--- src/rtl/mem_access_pkg.sv ---
// Shared types and helpers for the memory access unit.
// Contents: FSM state enum, RISC-V load/store funct3 encodings, byte-size masks,
// and small helpers that decode access size and detect word-boundary crossings.
package mem_access_pkg;

  typedef enum logic [2:0] {
    IDLE    = 3'd0,
    RD_LO   = 3'd1,
    RD_HI   = 3'd2,
    LD_WAIT = 3'd3,
    WR_LO   = 3'd4,
    WR_HI   = 3'd5
  } state_e;

  localparam logic [2:0] F3_B  = 3'b000;
  localparam logic [2:0] F3_H  = 3'b001;
  localparam logic [2:0] F3_W  = 3'b010;
  localparam logic [2:0] F3_BU = 3'b100;
  localparam logic [2:0] F3_HU = 3'b101;

  localparam logic [31:0] MASK_B = 32'h0000_00ff;
  localparam logic [31:0] MASK_H = 32'h0000_ffff;
  localparam logic [31:0] MASK_W = 32'hffff_ffff;

  // Access size in bytes (1, 2 or 4); unlisted encodings behave as a word.
  function automatic logic [2:0] access_size(input logic [2:0] funct3);
    logic [2:0] size;
    case (funct3)
      F3_B, F3_BU: size = 3'd1;
      F3_H, F3_HU: size = 3'd2;
      F3_W:        size = 3'd4;
      default:     size = 3'd4;
    endcase
    return size;
  endfunction

  // True when the access spills into the next word.
  function automatic logic is_split(input logic [1:0] off, input logic [2:0] size);
    return ({1'b0, off} + size) > 3'd4;
  endfunction

  function automatic logic [31:0] size_mask(input logic [2:0] size);
    logic [31:0] mask;
    case (size)
      3'd1:    mask = MASK_B;
      3'd2:    mask = MASK_H;
      default: mask = MASK_W;
    endcase
    return mask;
  endfunction

endpackage

--- src/rtl/mem_access_unit_if.sv ---
// Command/response and memory data-port bundle of the memory access unit.
// Signals:
//   cmd_*      : load/store command from the core (valid/ready handshake)
//   resp_*     : one-cycle completion pulse with load result and fault flag
//   mem_*      : word-memory data port (address, write enable, logical-order
//                mask/data out, registered read word in)
// Modports:
//   slave  : the access unit itself
//   master : the environment (core + memory) driving commands and read data
interface mem_access_unit_if;
  logic        cmd_valid;
  logic        cmd_ready;
  logic        cmd_we;
  logic [2:0]  cmd_funct3;
  logic [31:0] cmd_addr;
  logic [31:0] cmd_wdata;
  logic        resp_valid;
  logic [31:0] resp_rdata;
  logic        resp_fault;
  logic [31:0] mem_d_addr;
  logic        mem_wen;
  logic [31:0] mem_wmask;
  logic [31:0] mem_wdata;
  logic [31:0] mem_rdata;

  modport slave (
    input  cmd_valid, cmd_we, cmd_funct3, cmd_addr, cmd_wdata, mem_rdata,
    output cmd_ready, resp_valid, resp_rdata, resp_fault,
    output mem_d_addr, mem_wen, mem_wmask, mem_wdata
  );

  modport master (
    output cmd_valid, cmd_we, cmd_funct3, cmd_addr, cmd_wdata, mem_rdata,
    input  cmd_ready, resp_valid, resp_rdata, resp_fault,
    input  mem_d_addr, mem_wen, mem_wmask, mem_wdata
  );
endinterface

--- src/rtl/mem_lane_align.sv ---
// Byte-lane alignment for the memory access unit (purely combinational).
// Ports:
//   off_i      : byte offset within the word
//   size_i     : access size in bytes (1, 2, 4)
//   unsigned_i : zero-extend sub-word loads when set, else sign-extend
//   st_data_i  : store data, value in the low bytes
//   ld_word_i  : {upper word, lower word} read from memory
//   st_data_o  : store data shifted into position across two words
//   st_mask_o  : byte-enable bit mask shifted the same way
//   ld_data_o  : extracted and extended load result
module mem_lane_align
  import mem_access_pkg::*;
(
  input  logic [1:0]  off_i,
  input  logic [2:0]  size_i,
  input  logic        unsigned_i,
  input  logic [31:0] st_data_i,
  input  logic [63:0] ld_word_i,
  output logic [63:0] st_data_o,
  output logic [63:0] st_mask_o,
  output logic [31:0] ld_data_o
);

  logic [5:0]  shamt;
  logic [31:0] raw;

  always_comb begin
    shamt     = {1'b0, off_i, 3'b000};
    st_data_o = {32'h0, st_data_i} << shamt;
    st_mask_o = {32'h0, size_mask(size_i)} << shamt;
    raw       = 32'(ld_word_i >> shamt);
    case (size_i)
      3'd1:    ld_data_o = {{24{raw[7] & ~unsigned_i}}, raw[7:0]};
      3'd2:    ld_data_o = {{16{raw[15] & ~unsigned_i}}, raw[15:0]};
      default: ld_data_o = raw;
    endcase
  end

endmodule

--- src/rtl/mem_access_unit.sv ---
// Core-side load/store initiator for the unified word memory data port.
// Accepts one command at a time; word-crossing accesses become two reads
// (merged) or two masked writes. All memory-side and response outputs are
// registered.
// Ports:
//   clk, rst : clock, synchronous active-high reset
//   bus_io   : command/response + memory data port bundle (slave view)
// Build option:
//   MEM_ACCESS_MISALIGN_TRAP_EN : word-crossing accesses issue no memory cycle
//                                 and complete one cycle later with resp_fault.
module mem_access_unit
  import mem_access_pkg::*;
#(
  parameter int unsigned WORD_LEN = 32
) (
  input  logic            clk,
  input  logic            rst,
  mem_access_unit_if.slave bus_io
);

  state_e              state_q;
  logic [2:0]          funct3_q;
  logic [WORD_LEN-1:0] addr_q;
  logic [WORD_LEN-1:0] wdata_q;
  logic [WORD_LEN-1:0] lo_q;
  logic [WORD_LEN-1:0] mem_d_addr_q;
  logic [WORD_LEN-1:0] mem_wmask_q;
  logic [WORD_LEN-1:0] mem_wdata_q;
  logic [WORD_LEN-1:0] resp_rdata_q;
  logic                mem_wen_q;
  logic                resp_valid_q;
`ifdef MEM_ACCESS_MISALIGN_TRAP_EN
  logic                resp_fault_q;
`endif

  logic                  idle;
  logic                  cmd_fire;
  logic [2:0]            sel_funct3;
  logic [WORD_LEN-1:0]   sel_addr;
  logic [WORD_LEN-1:0]   sel_wdata;
  logic [2:0]            size;
  logic [1:0]            off;
  logic                  split;
  logic [WORD_LEN-1:0]   w0;
  logic [WORD_LEN-1:0]   w1;
  logic [2*WORD_LEN-1:0] ld_word;
  logic [2*WORD_LEN-1:0] st_data;
  logic [2*WORD_LEN-1:0] st_mask;
  logic [WORD_LEN-1:0]   ld_data;

  assign idle     = (state_q == IDLE);
  assign cmd_fire = bus_io.cmd_valid && idle;

  // In IDLE the live command feeds the aligner so the first write can be
  // registered on the accept edge; afterwards the latched command is used.
  always_comb begin
    sel_funct3 = idle ? bus_io.cmd_funct3 : funct3_q;
    sel_addr   = idle ? bus_io.cmd_addr   : addr_q;
    sel_wdata  = idle ? bus_io.cmd_wdata  : wdata_q;
    size       = access_size(sel_funct3);
    off        = sel_addr[1:0];
    split      = is_split(off, size);
    w0         = {sel_addr[WORD_LEN-1:2], 2'b00};
    w1         = w0 + WORD_LEN'(4);
    ld_word    = split ? {bus_io.mem_rdata, lo_q} : {{WORD_LEN{1'b0}}, bus_io.mem_rdata};
  end

  mem_lane_align u_align (
    .off_i      (off),
    .size_i     (size),
    .unsigned_i (sel_funct3[2]),
    .st_data_i  (sel_wdata),
    .ld_word_i  (ld_word),
    .st_data_o  (st_data),
    .st_mask_o  (st_mask),
    .ld_data_o  (ld_data)
  );

  always_ff @(posedge clk) begin
    if (rst) begin
      state_q      <= IDLE;
      funct3_q     <= '0;
      addr_q       <= '0;
      wdata_q      <= '0;
      lo_q         <= '0;
      mem_d_addr_q <= '0;
      mem_wen_q    <= 1'b0;
      mem_wmask_q  <= '0;
      mem_wdata_q  <= '0;
      resp_valid_q <= 1'b0;
      resp_rdata_q <= '0;
`ifdef MEM_ACCESS_MISALIGN_TRAP_EN
      resp_fault_q <= 1'b0;
`endif
    end else begin
      resp_valid_q <= 1'b0;
      resp_rdata_q <= '0;
`ifdef MEM_ACCESS_MISALIGN_TRAP_EN
      resp_fault_q <= 1'b0;
`endif
      unique case (state_q)
        IDLE: begin
          if (cmd_fire) begin
            funct3_q <= bus_io.cmd_funct3;
            addr_q   <= bus_io.cmd_addr;
            wdata_q  <= bus_io.cmd_wdata;
`ifdef MEM_ACCESS_MISALIGN_TRAP_EN
            // Crossing access: no memory cycle, fault reported from LD_WAIT.
            if (split) begin
              state_q <= LD_WAIT;
            end else
`endif
            if (bus_io.cmd_we) begin
              state_q      <= WR_LO;
              mem_wen_q    <= 1'b1;
              mem_d_addr_q <= w0;
              mem_wdata_q  <= st_data[WORD_LEN-1:0];
              mem_wmask_q  <= st_mask[WORD_LEN-1:0];
            end else begin
              state_q      <= RD_LO;
              mem_d_addr_q <= w0;
            end
          end
        end
        RD_LO: begin
          if (split) begin
            state_q      <= RD_HI;
            mem_d_addr_q <= w1;
          end else begin
            state_q <= LD_WAIT;
          end
        end
        RD_HI: begin
          // Read data for the low word arrives now.
          lo_q    <= bus_io.mem_rdata;
          state_q <= LD_WAIT;
        end
        LD_WAIT: begin
          state_q      <= IDLE;
          resp_valid_q <= 1'b1;
`ifdef MEM_ACCESS_MISALIGN_TRAP_EN
          if (split) begin
            resp_fault_q <= 1'b1;
          end else begin
            resp_rdata_q <= ld_data;
          end
`else
          resp_rdata_q <= ld_data;
`endif
        end
        WR_LO: begin
          if (split) begin
            state_q      <= WR_HI;
            mem_d_addr_q <= w1;
            mem_wdata_q  <= st_data[2*WORD_LEN-1:WORD_LEN];
            mem_wmask_q  <= st_mask[2*WORD_LEN-1:WORD_LEN];
          end else begin
            state_q      <= IDLE;
            mem_wen_q    <= 1'b0;
            resp_valid_q <= 1'b1;
          end
        end
        WR_HI: begin
          state_q      <= IDLE;
          mem_wen_q    <= 1'b0;
          resp_valid_q <= 1'b1;
        end
        default: begin
          state_q   <= IDLE;
          mem_wen_q <= 1'b0;
        end
      endcase
    end
  end

  assign bus_io.cmd_ready  = idle;
  assign bus_io.resp_valid = resp_valid_q;
  assign bus_io.resp_rdata = resp_rdata_q;
`ifdef MEM_ACCESS_MISALIGN_TRAP_EN
  assign bus_io.resp_fault = resp_fault_q;
`else
  assign bus_io.resp_fault = 1'b0;
`endif
  assign bus_io.mem_d_addr = mem_d_addr_q;
  assign bus_io.mem_wen    = mem_wen_q;
  assign bus_io.mem_wmask  = mem_wmask_q;
  assign bus_io.mem_wdata  = mem_wdata_q;

endmodule
--- src/flat_wrapper.sv ---
// flat-port wrapper written by rule: the top's interface ports become plain ports
module mem_access_unit_flat import mem_access_pkg::*;
#(
  parameter int unsigned WORD_LEN = 32
)
  (clk, rst, bus_io_cmd_valid, bus_io_cmd_we, bus_io_cmd_funct3, bus_io_cmd_addr, bus_io_cmd_wdata, bus_io_mem_rdata, bus_io_cmd_ready, bus_io_resp_valid, bus_io_resp_rdata, bus_io_resp_fault, bus_io_mem_d_addr, bus_io_mem_wen, bus_io_mem_wmask, bus_io_mem_wdata);
  mem_access_unit_if bus_io_i ();
  input  logic clk;
  input  logic rst;
  input wire logic [$bits(bus_io_i.cmd_valid)-1:0] bus_io_cmd_valid;
  input wire logic [$bits(bus_io_i.cmd_we)-1:0] bus_io_cmd_we;
  input wire logic [$bits(bus_io_i.cmd_funct3)-1:0] bus_io_cmd_funct3;
  input wire logic [$bits(bus_io_i.cmd_addr)-1:0] bus_io_cmd_addr;
  input wire logic [$bits(bus_io_i.cmd_wdata)-1:0] bus_io_cmd_wdata;
  input wire logic [$bits(bus_io_i.mem_rdata)-1:0] bus_io_mem_rdata;
  output wire logic [$bits(bus_io_i.cmd_ready)-1:0] bus_io_cmd_ready;
  output wire logic [$bits(bus_io_i.resp_valid)-1:0] bus_io_resp_valid;
  output wire logic [$bits(bus_io_i.resp_rdata)-1:0] bus_io_resp_rdata;
  output wire logic [$bits(bus_io_i.resp_fault)-1:0] bus_io_resp_fault;
  output wire logic [$bits(bus_io_i.mem_d_addr)-1:0] bus_io_mem_d_addr;
  output wire logic [$bits(bus_io_i.mem_wen)-1:0] bus_io_mem_wen;
  output wire logic [$bits(bus_io_i.mem_wmask)-1:0] bus_io_mem_wmask;
  output wire logic [$bits(bus_io_i.mem_wdata)-1:0] bus_io_mem_wdata;
  assign bus_io_i.cmd_valid = bus_io_cmd_valid;
  assign bus_io_i.cmd_we = bus_io_cmd_we;
  assign bus_io_i.cmd_funct3 = bus_io_cmd_funct3;
  assign bus_io_i.cmd_addr = bus_io_cmd_addr;
  assign bus_io_i.cmd_wdata = bus_io_cmd_wdata;
  assign bus_io_i.mem_rdata = bus_io_mem_rdata;
  assign bus_io_cmd_ready = bus_io_i.cmd_ready;
  assign bus_io_resp_valid = bus_io_i.resp_valid;
  assign bus_io_resp_rdata = bus_io_i.resp_rdata;
  assign bus_io_resp_fault = bus_io_i.resp_fault;
  assign bus_io_mem_d_addr = bus_io_i.mem_d_addr;
  assign bus_io_mem_wen = bus_io_i.mem_wen;
  assign bus_io_mem_wmask = bus_io_i.mem_wmask;
  assign bus_io_mem_wdata = bus_io_i.mem_wdata;
  mem_access_unit #(.WORD_LEN(WORD_LEN)) u_core (.clk(clk), .rst(rst), .bus_io(bus_io_i));
endmodule
--- config.mk ---
export PLATFORM = sky130hd
export DESIGN_NAME = mem_access_unit_flat
export DESIGN_NICKNAME = d
export VERILOG_FILES = /design/src/rtl/mem_access_pkg.sv /design/src/rtl/mem_access_unit_if.sv /design/src/rtl/mem_lane_align.sv /design/src/rtl/mem_access_unit.sv /design/src/flat_wrapper.sv
export SDC_FILE = /design/constraint.sdc
export NUM_CORES = 1
export LEC_CHECK = 0
export ABC_CLOCK_PERIOD_IN_PS = 4690
export CAP_MARGIN = 20
export CORE_ASPECT_RATIO = 0.75
export CORE_UTILIZATION = 48
export CTS_BUF_LIST = sky130_fd_sc_hd__clkbuf_8
export CTS_CLUSTER_DIAMETER = 40
export DETAILED_ROUTE_END_ITERATION = 10
export MAX_ROUTING_LAYER = met4
export PLACE_DENSITY = 0.84
export SYNTH_ARGS = -nofsm -noshare
export SYNTH_HDL_FRONTEND = slang
export SYNTH_SLANG_ARGS = --single-unit
--- constraint.sdc ---
create_clock -name clk -period 4.69 [get_ports clk]
set_input_delay 0.469 -clock clk [delete_from_list [all_inputs] [get_ports clk]]
set_output_delay 0.469 -clock clk [all_outputs]
set_load 0.01 [all_outputs]
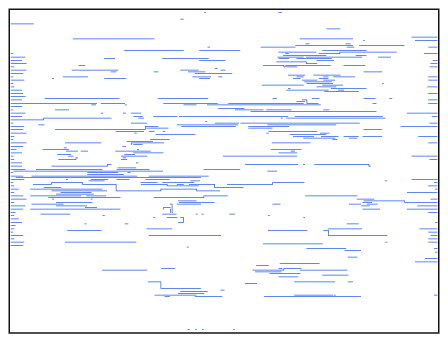
*Metal 3, run 1*
The layer carries 3590 um of wire. The wires run mostly horizontal.

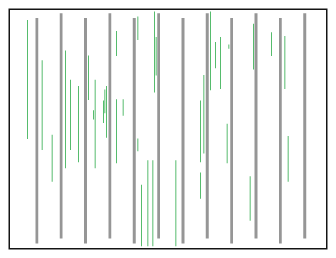
*Met4 routing, run 1*
Supply wires on this layer in grey.
The layer holds 2.9% of the routed length. The wires run mostly vertical. The layer carries 1060 um of wire. 31 nets have wire on it.

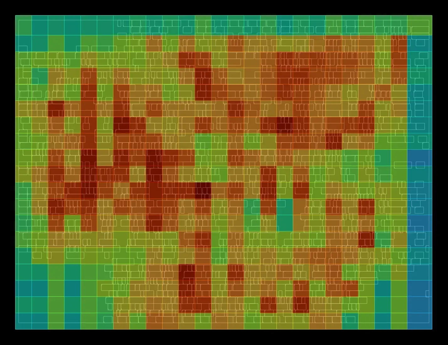
*Routing congestion map, run 1*
wire per inst: 18.6 um
met2 usage: 43.8%
fin util: 63.0%
GR peak layer: met2

==> impl_metrics.env, run 1 <==
# physical design summary
export IMPL_post_cts_setup_buffer_count=0
export IMPL_synth_area_leader_cell="dfxtp_1"
export IMPL_syn_to_final_growth_pct=28.1
export IMPL_drtIter0Drc=1434
export IMPL_nNonClkBuffers=269
export IMPL_crit_path_end="u_core.bus_io.resp_rdata[20]$_SDFF_PP0_"
export IMPL_r2r_cells=15
export IMPL_cts_buffers=35
export IMPL_wl_met1_mm=15.7
export IMPL_wl_met2_mm=15.5
export IMPL_min_path_cells=2
export IMPL_fin_crit_ns=4.34
export IMPL_comb_area_share_pct=44.0
export IMPL_top_cell_area_share_pct=37.1
export IMPL_comb_power_share_pct=50.7
export IMPL_power_leader="combinational logic"
export IMPL_ff_type="dfxtp_1"
export IMPL_hold_viol_final=0
export IMPL_nClkBuffers=42
export IMPL_pre_cts_ws_ns=0.119
export IMPL_clock_fmax_mhz=231
export IMPL_hp_class="reg -> reg"
export IMPL_die_w_um=176
export IMPL_clk_path_buf_depth=3
export IMPL_antenna_found_initial=0
export IMPL_mostFrequentLayoutCell="nand2_1"
export IMPL_syn_area_sq_um=10900
export IMPL_worstSetupEndpointType="flop"
export IMPL_path_class="reg -> reg"
export IMPL_leakagePower_nw=5.29
export IMPL_grt_util_met1_pct=42.6
export IMPL_cts_tree="done"
export IMPL_ios=235
export IMPL_clk_latency_ns=0.54
export IMPL_ys_ff=202
export IMPL_total_power_w=0.00797
export IMPL_p_per_area_nw_per_um2=570
export IMPL_cts_max_level=2
export IMPL_max_cap_violations=0
export IMPL_met3_usage_pct=6.81
export IMPL_clkTransAtPathRegs_ns=0.06
export IMPL_fillCellCount=1882
export IMPL_layout_area_seq_sq_um=4050
export IMPL_synth_cells=1440
export IMPL_synthArstFlopShare_pct=0
export IMPL_ff_count=202
export IMPL_final_nonclk_buf_share_pct=18.9
export IMPL_tool_warnings=27
export IMPL_port_buffers=231
export IMPL_arrival_ns=4.71
export IMPL_cp_start_kind="flop"
export IMPL_yosys_area_sq_um=10900
export IMPL_stdcell_area_sq_um=14000
export IMPL_crit_start="u_core.state_q[2]$_SDFFE_PP0N_"
export IMPL_postCtsHoldBufs=0
export IMPL_clk_share_pct=5.25
export IMPL_outcome="finished clean"
export IMPL_ys_seq_share_pct=37.1
export IMPL_coreArea_sq_um=22200
export IMPL_intPower_w=0.00456
export IMPL_drt_wl_total_mm=35.8
export IMPL_whs_ns=0.450
export IMPL_chipArea_sq_um=23300
export IMPL_final_cell_count_no_fill=1922
export IMPL_min_from="u_core.addr_q[29]$_SDFFE_PP0P_"
export IMPL_fp_util_pct=49.2
export IMPL_rsz0062_at_grt="no"
export IMPL_inv_count=9
export IMPL_layout_area_comb_sq_um=6150
export IMPL_drive_above_1_share_pct=7.80
export IMPL_avgViaCountPerCell=5.85
==> run 1: state kept, by name (all words and copies together), names as in the netlist <==
name	count
u_core.addr_q	32
u_core.funct3_q	3
u_core.bus_io.mem_wen	1
u_core.bus_io.resp_rdata	32
u_core.lo_q	32
u_core.wdata_q	32
u_core.bus_io.resp_valid	1
u_core.bus_io.mem_wdata	32
u_core.bus_io.mem_d_addr	30
u_core.state_q	3
u_core.bus_io.mem_wmask	4
==> run 1: worst max-delay path: stages (launching register included) <==
cell and delay (ns):
dfxtp_1 0.43, buf_4 0.28, nor4b_1 0.13, or2_2 0.34, nor2_1 0.15, ha_1 0.16, inv_1 0.05, fa_1 0.43
or2_2 0.30, a211oi_1 0.51, nor2_4 0.11, mux4_2 0.45, and3_1 0.23, o31ai_4 0.22, buf_4 0.26, o21ai_0 0.14
==> run 1 -> run 2 <==
HOLD_SLACK_MARGIN = 0.15   (was default)
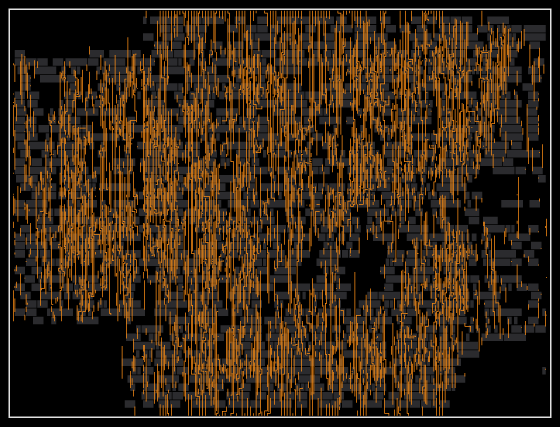
*The metal 2 layer, run 2*
Cells faint in the background.
The layer holds 43% of the routed length. The layer carries 15500 um of wire. 1379 nets have wire on it. The longest straight run is 65.8 um.

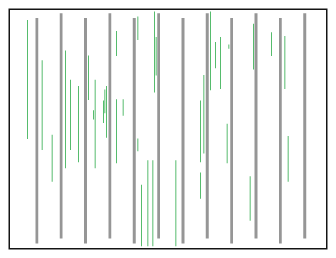
*Met4 routing, run 2*
Supply wires on this layer in grey.
DRT Wirelength: 35.8 mm
DR vias: 11247

==> run 2 against run 1 <==
Net effect: clock power hardly changed; clock-buffer cell count is the same; via count unchanged; highest routed layer unchanged; synthesized cell count stayed put; register-to-register slack about the same; sequential power about the same; wire length unchanged; sequential share of layout area did not move; area after synthesis unchanged; non-clock buffer count did not move; core utilization did not move; worst hold slack did not move.
==> impl_metrics.env, run 2 <==
# physical design summary
export IMPL_outcome="finished clean"
export IMPL_stdcell_area_sq_um=14000
export IMPL_port_buffers=231
export IMPL_top_cell_area_share_pct=37.1
export IMPL_leakagePower_nw=5.29
export IMPL_die_w_um=176
export IMPL_comb_power_share_pct=50.7
export IMPL_crit_path_end="u_core.bus_io.resp_rdata[20]$_SDFF_PP0_"
export IMPL_nNonClkBuffers=269
export IMPL_syn_to_final_growth_pct=28.1
export IMPL_met2_usage_pct=43.8
export IMPL_ios=235
export IMPL_p_clk_w=0.00169
export IMPL_pre_cts_ws_ns=0.119
export IMPL_antenna_found_initial=0
export IMPL_ff_count=202
export IMPL_max_cap_violations=0
export IMPL_slowest_stage="a211oi_1"
export IMPL_comb_area_share_pct=44.0
export IMPL_avgViaCountPerCell=5.85
export IMPL_synthTopCellsByArea="dfxtp_1, nand2_1, a21oi_1"
export IMPL_mostFrequentLayoutCell="nand2_1"
export IMPL_fin_crit_ns=4.34
export IMPL_fillCellCount=1882
export IMPL_min_from="u_core.addr_q[29]$_SDFFE_PP0P_"
export IMPL_wl_met2_mm=15.5
export IMPL_drtAntennaViolNets=0
export IMPL_chipArea_sq_um=23300
export IMPL_post_cts_resized=0
export IMPL_final_cell_count_no_fill=1922
export IMPL_clk_latency_ns=0.54
export IMPL_crit_start="u_core.state_q[2]$_SDFFE_PP0N_"
export IMPL_ys_seq_share_pct=37.1
export IMPL_clkTransAtPathRegs_ns=0.06
export IMPL_r2r_cells=15
export IMPL_yosys_area_sq_um=10900
export IMPL_synth_cells=1440
export IMPL_inv_count=9
export IMPL_met3_usage_pct=6.81
export IMPL_tool_warnings=27
export IMPL_cts_buffers=35
export IMPL_clk_path_buf_depth=3
export IMPL_crit_path_max_incr_delay_ns=0.51
export IMPL_holdPathEnd="u_core.addr_q[29]$_SDFFE_PP0P_"
export IMPL_power_leader="combinational logic"
export IMPL_cts_max_level=2
export IMPL_syn_area_sq_um=10900
export IMPL_rsz0062_at_grt="no"
export IMPL_nClkBuffers=42
export IMPL_drtIter0Drc=1434
export IMPL_whs_ns=0.450
export IMPL_cts_tree="done"
export IMPL_arrival_ns=4.71
export IMPL_grt_util_met1_pct=42.6
export IMPL_total_power_w=0.00797
export IMPL_synth_area_leader_cell="dfxtp_1"
export IMPL_power_frac_clock_pct=21.2
export IMPL_clock_fmax_mhz=231
export IMPL_synthArstFlopShare_pct=0
export IMPL_post_cts_setup_buffer_count=0
export IMPL_p_seq_share_pct=28.1
export IMPL_final_util_pct=63.0
export IMPL_drive_above_1_share_pct=7.80
export IMPL_intPower_w=0.00456
export IMPL_worstSetupEndpointType="flop"
export IMPL_path_class="reg -> reg"
export IMPL_min_path_cells=2
export IMPL_ys_ff=202
export IMPL_fp_util_pct=49.2
export IMPL_ff_type="dfxtp_1"
export IMPL_layout_area_seq_sq_um=4050
export IMPL_layout_area_comb_sq_um=6150
export IMPL_clk_share_pct=5.25
export IMPL_postCtsHoldBufs=0
export IMPL_wl_per_cell_um=18.6
export IMPL_p_per_area_nw_per_um2=570
export IMPL_syn_avg_cell_area_sq_um=7.58
export IMPL_coreArea_sq_um=22200
export IMPL_crit_chain="buf_4 > nor4b_1 > or2_2 > nor2_1 > ha_1 > inv_1 > fa_1 > or2_2 > a211oi_1 > nor2_4 > mux4_2 > and3_1 > o31ai_4 > buf_4 > o21ai_0"
## run 2: cell counts after synthesis
Identical to the previous run, type by type.
## run 2: worst max-delay path: cells and delay by family (launching register included)
family / cells / cell delay (ns)
flip-flops: 1 / 0.43
AND-OR/OR-AND: 3 / 0.87
multiplexers: 1 / 0.45
adder cells (fa/ha/maj): 2 / 0.59
buffers and inverters: 3 / 0.59
AND/OR/NAND/NOR: 6 / 1.26
## run 2: logic make-up after synthesis
logic type | after synthesis | share of synthesized area [%]
buffers and inverters | 154 | 6.78
AND/OR/NAND/NOR | 581 | 24.1
AND-OR/OR-AND | 384 | 21.1
adder cells (fa/ha/maj) | 4 | 0.528
XOR/XNOR | 19 | 1.53
other | 1 | 0.0344
multiplexers | 95 | 8.90
flip-flops | 202 | 37.1
Power and IR drop assume default switching activity.
